## src/rtl/txuart_arbiter.sv

```systemverilog
// Round-robin arbiter sharing one txuart between NREQ byte producers, with an optional
// per-requester lock that keeps the grant across multi-byte messages.
module txuart_arbiter #(
    parameter int unsigned NREQ         = 4,
    parameter int unsigned BUSY_TIMEOUT = 4
) (
    input  logic              i_clk,
    input  logic              i_rst_n,
    input  logic [NREQ-1:0]   i_req,
    input  logic [NREQ-1:0]   i_lock,
    input  logic [8*NREQ-1:0] i_data,
    output logic [NREQ-1:0]   o_ack,
    output logic [NREQ-1:0]   o_grant,
    output logic              o_tx_enable,
    output logic [7:0]        o_tx_data,
    input  logic              i_tx_busy
);

    localparam int unsigned PTR_W = $clog2(NREQ);
    localparam int unsigned SUM_W = PTR_W + 1;
    localparam int unsigned CNT_W = 8;

    typedef enum logic [1:0] {
        IDLE  = 2'd0,
        ISSUE = 2'd1,
        RISE  = 2'd2,
        FALL  = 2'd3
    } state_t;

    state_t             state_q, state_d;
    logic [PTR_W-1:0]   ptr_q, ptr_d;
    logic               lock_q, lock_d;
    logic [CNT_W-1:0]   cnt_q, cnt_d;
    logic [NREQ-1:0]    ack_d, grant_d;
    logic               en_d;
    logic [7:0]         data_d;

    logic               lock_hold_c;
    logic [NREQ-1:0]    elig_c;
    logic [SUM_W-1:0]   sum_c;
    logic               win_c;
    logic [PTR_W-1:0]   win_idx_c;
    logic [7:0]         req_data [NREQ];

    for (genvar g = 0; g < NREQ; g++) begin : g_unpack
        assign req_data[g] = i_data[8*g +: 8];
    end

    // State and registered outputs
    always_ff @(posedge i_clk or negedge i_rst_n) begin
        if (!i_rst_n) begin
            state_q     <= IDLE;
            ptr_q       <= '0;
            lock_q      <= 1'b0;
            cnt_q       <= '0;
            o_ack       <= '0;
            o_grant     <= '0;
            o_tx_enable <= 1'b0;
            o_tx_data   <= 8'h00;
        end else begin
            state_q     <= state_d;
            ptr_q       <= ptr_d;
            lock_q      <= lock_d;
            cnt_q       <= cnt_d;
            o_ack       <= ack_d;
            o_grant     <= grant_d;
            o_tx_enable <= en_d;
            o_tx_data   <= data_d;
        end
    end

    // Arbitration scan plus next-state logic
    always_comb begin
        state_d   = state_q;
        ptr_d     = ptr_q;
        lock_d    = lock_q;
        cnt_d     = cnt_q;
        ack_d     = '0;
        grant_d   = o_grant;
        en_d      = 1'b0;
        data_d    = o_tx_data;
        win_c     = 1'b0;
        win_idx_c = '0;
        sum_c     = '0;

        // o_grant is one-hot on the owner, so it doubles as the lock mask
        lock_hold_c = lock_q && (|(i_lock & o_grant));
        elig_c      = lock_hold_c ? (i_req & o_grant) : i_req;

        for (int unsigned i = 0; i < NREQ; i++) begin
            sum_c = {1'b0, ptr_q} + SUM_W'(i);
            if (sum_c >= SUM_W'(NREQ)) begin
                sum_c = sum_c - SUM_W'(NREQ);
            end
            if (!win_c && elig_c[sum_c[PTR_W-1:0]]) begin
                win_c     = 1'b1;
                win_idx_c = sum_c[PTR_W-1:0];
            end
        end

        case (state_q)
            IDLE: begin
                if (lock_q && !lock_hold_c) begin
                    lock_d = 1'b0;
                end
                if (win_c) begin
                    data_d  = req_data[win_idx_c];
                    grant_d = NREQ'(1) << win_idx_c;
                    ack_d   = NREQ'(1) << win_idx_c;
                    ptr_d   = (win_idx_c == PTR_W'(NREQ - 1)) ? '0 : win_idx_c + PTR_W'(1);
                    lock_d  = i_lock[win_idx_c];
                    en_d    = 1'b1;
                    state_d = ISSUE;
                end
            end
            ISSUE: begin
                if (!i_tx_busy) begin
                    cnt_d   = '0;
                    state_d = RISE;
                end else begin
                    en_d = 1'b1;
                end
            end
            RISE: begin
                if (i_tx_busy) begin
                    state_d = FALL;
                end else if (cnt_q == CNT_W'(BUSY_TIMEOUT - 1)) begin
                    state_d = IDLE;
                end else begin
                    cnt_d = cnt_q + CNT_W'(1);
                end
            end
            FALL: begin
                if (!i_tx_busy) begin
                    state_d = IDLE;
                end
            end
            default: state_d = IDLE;
        endcase
    end

endmodule

```

## config.mk

```make
export PLATFORM = sky130hd
export DESIGN_NAME = txuart_arbiter
export DESIGN_NICKNAME = d
export VERILOG_FILES = /design/src/rtl/txuart_arbiter.sv
export SDC_FILE = /design/constraint.sdc
export NUM_CORES = 1
export LEC_CHECK = 0
export CORE_UTILIZATION = 45
export DETAILED_ROUTE_END_ITERATION = 12
export GPL_ROUTABILITY_DRIVEN = 0
export MAX_ROUTING_LAYER = met4
export PLACE_DENSITY = 0.8
export SYNTH_ARGS = -nofsm -noshare
export SYNTH_HDL_FRONTEND = slang
export SYNTH_SLANG_ARGS = --single-unit
export TNS_END_PERCENT = 10
```

## constraint.sdc

```tcl
create_clock -name i_clk -period 2.5 [get_ports i_clk]
set_clock_uncertainty 0.05 [all_clocks]
set_input_delay 0.5 -clock i_clk [delete_from_list [all_inputs] [get_ports i_clk]]
set_output_delay 0.5 -clock i_clk [all_outputs]
set_load 0.1 [all_outputs]
```

run_1/gates.png
Scale: 10 px per µm.
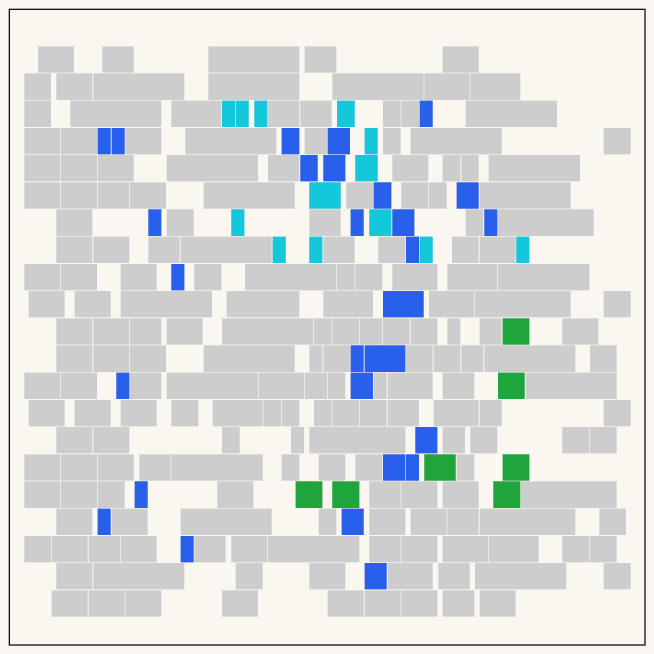
Key: blue = nand cells [cells 28]; cyan = nor cells [cells 13]; green = non-inverting ao/oa cells [cells 7, where lower right]
Non-Filler Instances: 285
logic share of the area: 0.365

run_1/route_heat.png
Scale: 6 px per µm. 13 x 13 tiles, from white (low) to dark blue (high), scaled to the fullest tile. Values are wire area over tile area, all layers added.
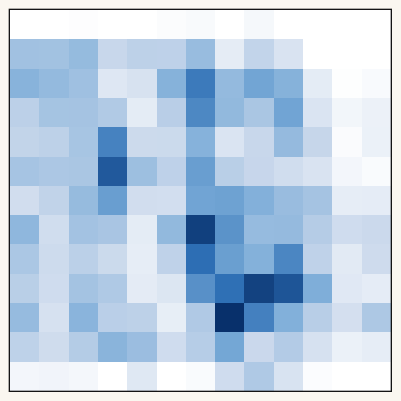
13% of the tiles are over half the peak. The mean over all tiles is 0.17. 12% of the tiles are nearly empty. The fullest tile reaches 0.61. The densest ninth of the die: center. The emptiest ninth of the die: upper right.
DR WL/cell: 14.9 µm
DR vias: 1632

run_1/closeup.png
Region (17, 4) to (47, 34) µm. Cells in gray, sequential cells in the stronger gray; small squares are vias.
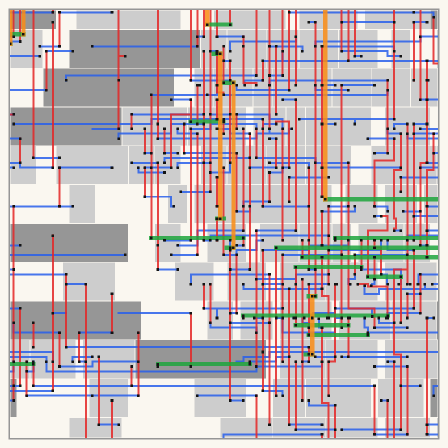
Key: red = M2; orange = M4; blue = M1; green = M3
Netlist names of flops here include `o_tx_data` (2), `ptr_q` (2). Most frequent: buf_4 (10), dfrtp_1 (6), clkdlybuf4s50_1 (5). Sequential cells in the window: 6. 75 logic cells have their middle in the window.

-- run 1: per-stage QoR --
step            util  setup TNS (ns)  hold WS (ns)
3_3_place_gp   0.690           -3.70         0.423
4_1_cts        0.721               0         0.448
3_5_place_dp   0.690           -5.44         0.433
2_1_floorplan      -               0         0.154
5_1_grt        0.723               0         0.465
6_report       0.723               0         0.443
-- run 1: placed cells by master, fill, tap and decap left out, drive strengths merged --
cell / n
clkdlybuf4s50: 38
buf: 31
dfrtp: 30
mux2i: 20
nand2: 16
o21ai: 16
nor2: 9
o221ai: 9
nand2b: 6
clkbuf: 6
and3: 5
xor2: 5
ha: 5
a222oi: 4
a21o: 4
inv: 4
nand4: 3
nand3: 3
a21oi: 2
o21a: 2
nor2b: 2
dlygate4sd2: 2
dlymetal6s2s: 2
and2: 2
o22ai: 2
o211ai: 1
a311oi: 1
nor4b: 1
nor3: 1
a211oi: 1
a22o: 1
a221oi: 1
a22oi: 1
xnor2: 1
clkinv: 1
clkinvlp: 1
-- run 1: cell type report --
cell class,instances,share of cell area
Tap cell,46,0.0230
Timing Repair Buffer,73,0.267
Clock inverter,2,0.00499
Inverter,4,0.00599
Clock buffer,6,0.0330
Sequential cell,30,0.302
Multi-Input combinational cell,124,0.365
-- run 1: layer usage --
metal	part of all wire	wire [µm]	track usage
met1	0.41	1730	0.266
met2	0.50	2120	0.386
met3	0.073	309	0.0743
met4	0.020	85	0.114
met5	0	0	-
-- run 1: flip-flops by register name, summed over array words and instances (netlist names) --
name	cells
cnt_q	8
o_tx_data	8
o_ack	4
o_grant	4
ptr_q	2
state_q	2
lock_q	1
o_tx_enable	1
-- run 1: repair_timing --
item,in CTS,in global routing
setup buffers,1,0
gates resized,4,3
pin swaps,5,5
endpoints found under the setup margin,14,17
==> flow_summary.yaml, run 1 <==
# synthesis and place-and-route metrics
cells_and_area:
  logic_area_um2: 915
  fin_area_mm2: 0.00251
  fillers: 268
  seq_area_um2: 756
  nets: 286
  syn2layout_area_growth_pct: 47.6
  drive_above_1_share: 0.213
floorplanning:
  row_count: 21
  chipHeight_um: 63.4
  io-pin-count: 60
  core_area_mm2: 0.00347
synthesis:
  netlist.area_leader.share: 0.442
  synth_cell_types: 38
  yosys_area_mm2: 0.00170
  synth.most_common_cell: "dfrtp_1"
  syn-cell-area_mm2: 0.00170
  synth_cells: 161
  ys_ff: 30
  synth.area.top_cells: "dfrtp_1, mux2i_1, o221ai_1"
  ys_warn_count: 0
  async_reset_ff_frac: 1.00
worst_setup_path:
  path_depth: 10
  critPathSlowestCell: "a222oi_1"
  worstSetupEndpoint: "o_grant[1]$_DFFE_PN0P_"
  path_delay_family: "AND-OR/OR-AND gates"
  critPathKind: "input pin to flip-flop"
  worstSetupEndpointType: "flip-flop"
  crit_path_start_kind: "input pin"
  reg2reg_slack_ns: 0.18
  crit_buf_inv: 3
final_timing:
  fmax_mhz: 426
  fin_crit_sh: 0.940
  relSlewSlack: 0.726
  min_period_ns: 2.35
clock_tree:
  clk_path_buf_depth: 2
  cts_hold_buffers: 0
  clock.latency.late_pin_ns: 0.28
  cts_buffers: 5
  cts.sinks: 30
outcome:
  status: "complete, no violations"
grt:
  grt_pass1_wl_mm: 7.07
  grt-ovfl-total: 0
  track_usage: 0.238
run:
  cap_violations: 0
  tool_warnings: 29
detailed_routing:
  final_antenna_net_count: 0
  dr.pass1.iters: 5
  drt_iter0_drc: 104
placement:
  numPortBuffers: 59
  dpl.cell_count: 276
  place_area_mm2: 0.00239
hold_path:
  hold_end: "o_tx_data[0]$_DFFE_PN0P_"
==> inputs of run 2 (changes only) <==
CORE_UTILIZATION = 40   (was 45)
PLACE_DENSITY = default   (was 0.8)
PLACE_DENSITY_LB_ADDON = 0.2   (was default)
TNS_END_PERCENT = 5   (was 10)
clock period = 2.01 ns   (was 2.5 ns; I/O delays follow)
run_2/congestion_map.png
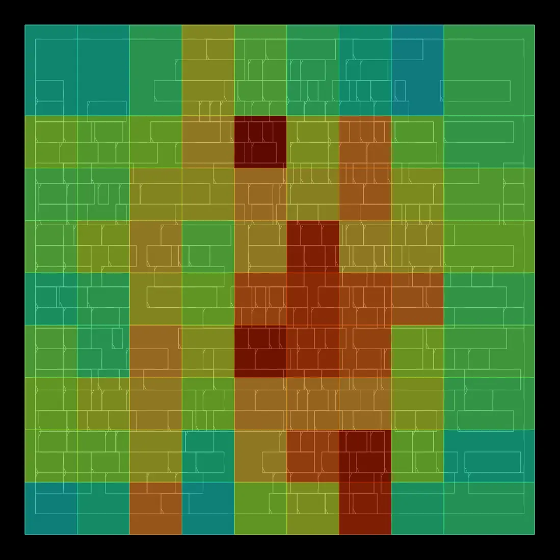
GR Layer Usage met2: 0.388
DR WL/cell: 14.8 µm
fin util: 0.691
Top Usage Layer GRT: met2

==> run 2 against run 1 <==
Net effect: the run now ends with setup timing left; non-clock buffer count grew 14; critical endpoint unchanged; highest routed layer unchanged; synthesized cell count is the same; first-iteration DRC count shrank 36%; die size grew 12%; via count grew 2.3%; hold slack lost 0.033 ns.
==> flow_summary.yaml, run 2 <==
# synthesis and place-and-route metrics
detailed_routing:
  dr_total_vias: 1670
  drt_iter0_drc: 67
  top_layer_used: "met4"
  dr.pass1.iters: 5
  final_antenna_net_count: 0
  met1_length_mm: 1.78
run:
  tool_warnings: 32
  cap_violations: 0
cells_and_area:
  seq_area_um2: 763
  syn2layout_area_growth_pct: 64.0
  logic_area_mm2: 0.00101
  layout_top_cell: "clkdlybuf4s50_1"
clock_tree:
  cts_buffers: 5
  clk_path_buf_depth: 2
  post_cts.repair.setup_buffers: 1
  cts-resized-gates: 30
grt:
  track_usage: 0.228
  met3_usage: 0.0659
  grt_util_met1: 0.241
outcome:
  status: "finished with violations"
  failed_checks: "setup timing"
final_timing:
  fmax_mhz: 434
  setup_violations: 19
  setup_ws_ns: -0.295
worst_setup_path:
  crit_path_start_kind: "flip-flop"
floorplanning:
  io-pin-count: 60
  core_area_mm2: 0.00403
synthesis:
  synth.area.top_cells: "dfrtp_1, mux2i_1, o221ai_1"
  yosys_area_mm2: 0.00170
  synth_cells: 161
  ys_ff: 30
  syn-cell-area_mm2: 0.00170
  async_reset_ff_frac: 1.00
placement:
  dpl.cell_count: 293
run_2/m4.png
Scale: 8 px per µm. Supply wires on this layer in gray.
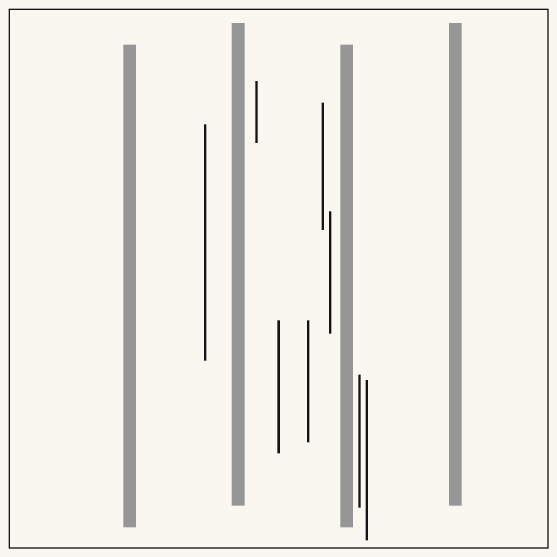
The layer carries 135 µm of wire. The longest straight run is 29.2 µm. The layer holds 3.0% of the routed length. 8 nets have wire on it.

==> run 2: final cells by class <==
class | instances | area share
multi-input combinational | 124 | 0.363
timing repair buffer | 87 | 0.297
sequential | 30 | 0.274
clock buffer | 7 | 0.0274
tap | 50 | 0.0225
clock inverter | 1 | 0.0108
inverter | 4 | 0.00539
==> run 2: metrics by stage <==
| stage | worst slack (ns) | cell area, µm² |
|---|---|---|
| after floorplan | -0.421 | 1710 |
| after global placement | -0.677 | 2540 |
| after detailed placement | -0.738 | 2540 |
| after CTS | -0.255 | 2750 |
| after global routing | -0.426 | 2780 |
| final | -0.295 | 2780 |
==> run 2: worst max-delay path: cells and delay by family, from the launching register on <==
kind | cells | cell delay [ns]
buf+inv | 2 | 0.38
fa+ha+maj | 1 | 0.18
simple gates | 1 | 0.15
flops | 1 | 0.50
compound gates | 5 | 0.93
==> run 2: final timing paths <==
kind	to	slack (ns)	cells after the start
worst max-delay path	o_grant[1]$_DFFE_PN0P_	-0.30	9
worst min-delay path	o_ack[1]$_DFF_PN0_	0.41	1
worst max register to register	o_grant[1]$_DFFE_PN0P_	-0.30	9
worst min register to register	o_tx_data[0]$_DFFE_PN0P_	0.44	2
max in group asynchronous	o_tx_data[1]$_DFFE_PN0P_	0.97	2
min in group i_clk	o_tx_data[0]$_DFFE_PN0P_	0.44	2
==> inputs of run 3 (changes only) <==
ABC_AREA = 1   (was default)
CAP_MARGIN = 20   (was default)
CORE_UTILIZATION = 45   (was 40)
run_3/congestion_map.png
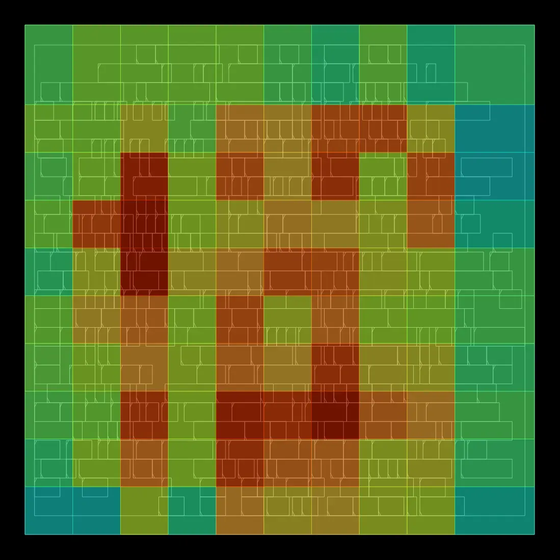
DR WL/cell: 13.2 µm
GR Layer Usage met2: 0.385
fin util: 0.743
grt met3 use: 0.0425

==> run 3 against run 2 <==
Net effect: the run still ends with setup timing left; flip-flop count stayed put; maximum frequency grew 3.4%; final area grew 29%.
==> flow_summary.yaml, run 3 <==
# synthesis and place-and-route metrics
outcome:
  status: "finished with violations"
  failed_checks: "setup timing"
synthesis:
  syn-cell-area_mm2: 0.00231
  yosys_area_mm2: 0.00231
  ys_seq_share: 0.325
  synth.area.top_cells: "dfrtp_1, nand2_1, nand3_1"
  async_reset_ff_frac: 1.00
  ys_ff: 30
  synth_cells: 303
  top_cells_by_count: "nand2_1, inv_1, nand3_1"
clock_tree:
  cts_hold_buffers: 0
  clk_path_buf_depth: 2
  cts_buffers: 5
detailed_routing:
  dr_total_vias: 2330
  vias_per_cell: 5.05
  drt_iter0_drc: 127
  dr.pass1.iters: 4
  final_antenna_net_count: 0
final_timing:
  setup_violations: 21
  rsz0062_at_grt: "yes"
  fmax_mhz: 448
  setup_ws_ns: -0.220
  finalHoldViolCount: 0
placement:
  place_area_mm2: 0.00321
  dpl.cell_count: 450
  dp_slack_ns: -0.667
worst_setup_path:
  cp_cell_sequence: "nand2_2, nand2_2, inv_2, nand2_4, nand3_4, nand3_4, nand2_4, nand2_4, nand2_4, nand2_4, nand3_2, nand3_4, buf_4, ha_1, nand2_2, o21ai_0"
  crit_buf_inv: 2
  path_delay_family: "simple AND/OR/NAND/NOR gates"
  crit_path_start_kind: "flip-flop"
  cp.required_ns: 2.12
  critPathKind: "flip-flop to flip-flop"
  worstSetupEndpointType: "flip-flop"
  reg2reg_slack_ns: -0.22
cells_and_area:
  syn2layout_area_growth_pct: 55.1
  seq_area_um2: 766
  final_cell_mix: "nand2_1, inv_1, clkdlybuf4s50_1, buf_4, dfrtp_1"
  logic_area_mm2: 0.00152
  fin_area_mm2: 0.00358
  layout_top_cell: "nand2_1"
grt:
  track_usage: 0.240
  grt_util_met1: 0.305
  gr-max-usage-layer: "met2"
floorplanning:
  core_area_mm2: 0.00482
  io-pin-count: 60
run:
  tool_warnings: 32
  cap_violations: 0
run_3/closeup.png
Region (22, 7) to (52, 37) µm. Cells in gray, sequential cells in the stronger gray; small squares are vias.
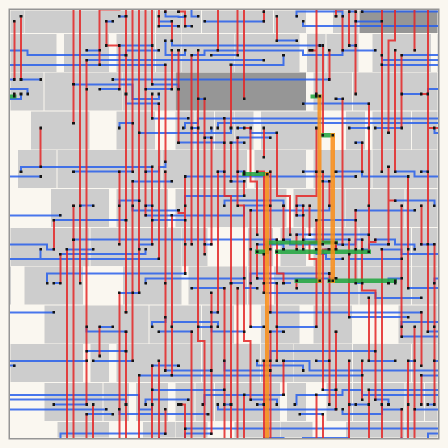
Key: orange = M4; green = M3; red = M2; blue = M1
Netlist names of flops here include `o_grant` (1), `ptr_q` (1). Most frequent: nand3_2 (10), nand2_4 (9). Sequential cells in the window: 2. 82 logic cells have their middle in the window.

run 3: path summary, 6_finish.rpt:
kind                                     startpoint                  endpoint  depth (start not counted)
max                          o_grant[1]$_DFFE_PN0P_    o_grant[0]$_DFFE_PN0P_                         16
min                        o_tx_data[5]$_DFFE_PN0P_  o_tx_data[5]$_DFFE_PN0P_                          2
max reg2reg                  o_grant[1]$_DFFE_PN0P_    o_grant[0]$_DFFE_PN0P_                         16
min reg2reg                o_tx_data[5]$_DFFE_PN0P_  o_tx_data[5]$_DFFE_PN0P_                          2
max in group asynchronous                   i_rst_n    o_grant[2]$_DFFE_PN0P_                          2
min in group asynchronous                   i_rst_n  o_tx_data[7]$_DFFE_PN0P_                          2
run 3: cell type report:
| class | instances | share of cell area |
|---|---|---|
| clock inverters | 3 | 0.0126 |
| repair buffers | 91 | 0.251 |
| well taps | 67 | 0.0234 |
| clock buffers | 5 | 0.0192 |
| multi-input cells | 215 | 0.426 |
| inverters | 50 | 0.0538 |
| flip-flops and latches | 30 | 0.214 |
run 3: what timing repair did:
item,4_1_cts,5_1_grt
resized,18,39
endpoints found under the hold margin,0,0
cloned,0,2
setup buffers,0,1
pin swaps,12,8
endpoints found under the setup margin,24,24
run 3: routing by layer:
metal,share of wire,vias to the layer above
li1,-,1147
met1,0.43,1083
met2,0.50,85
met3,0.044,15
met4,0.026,0
met5,0,-
run 3: cell families (layout without fill, tap and decap cells):
family	Yosys count	after routing	share of synthesized area
flip-flops	30	30	0.325
AND-OR/OR-AND	24	24	0.0645
XOR/XNOR	1	1	0.00705
buffers and inverters	59	149	0.129
adder cells (fa/ha/maj)	5	5	0.0271
AND/OR/NAND/NOR	184	185	0.447
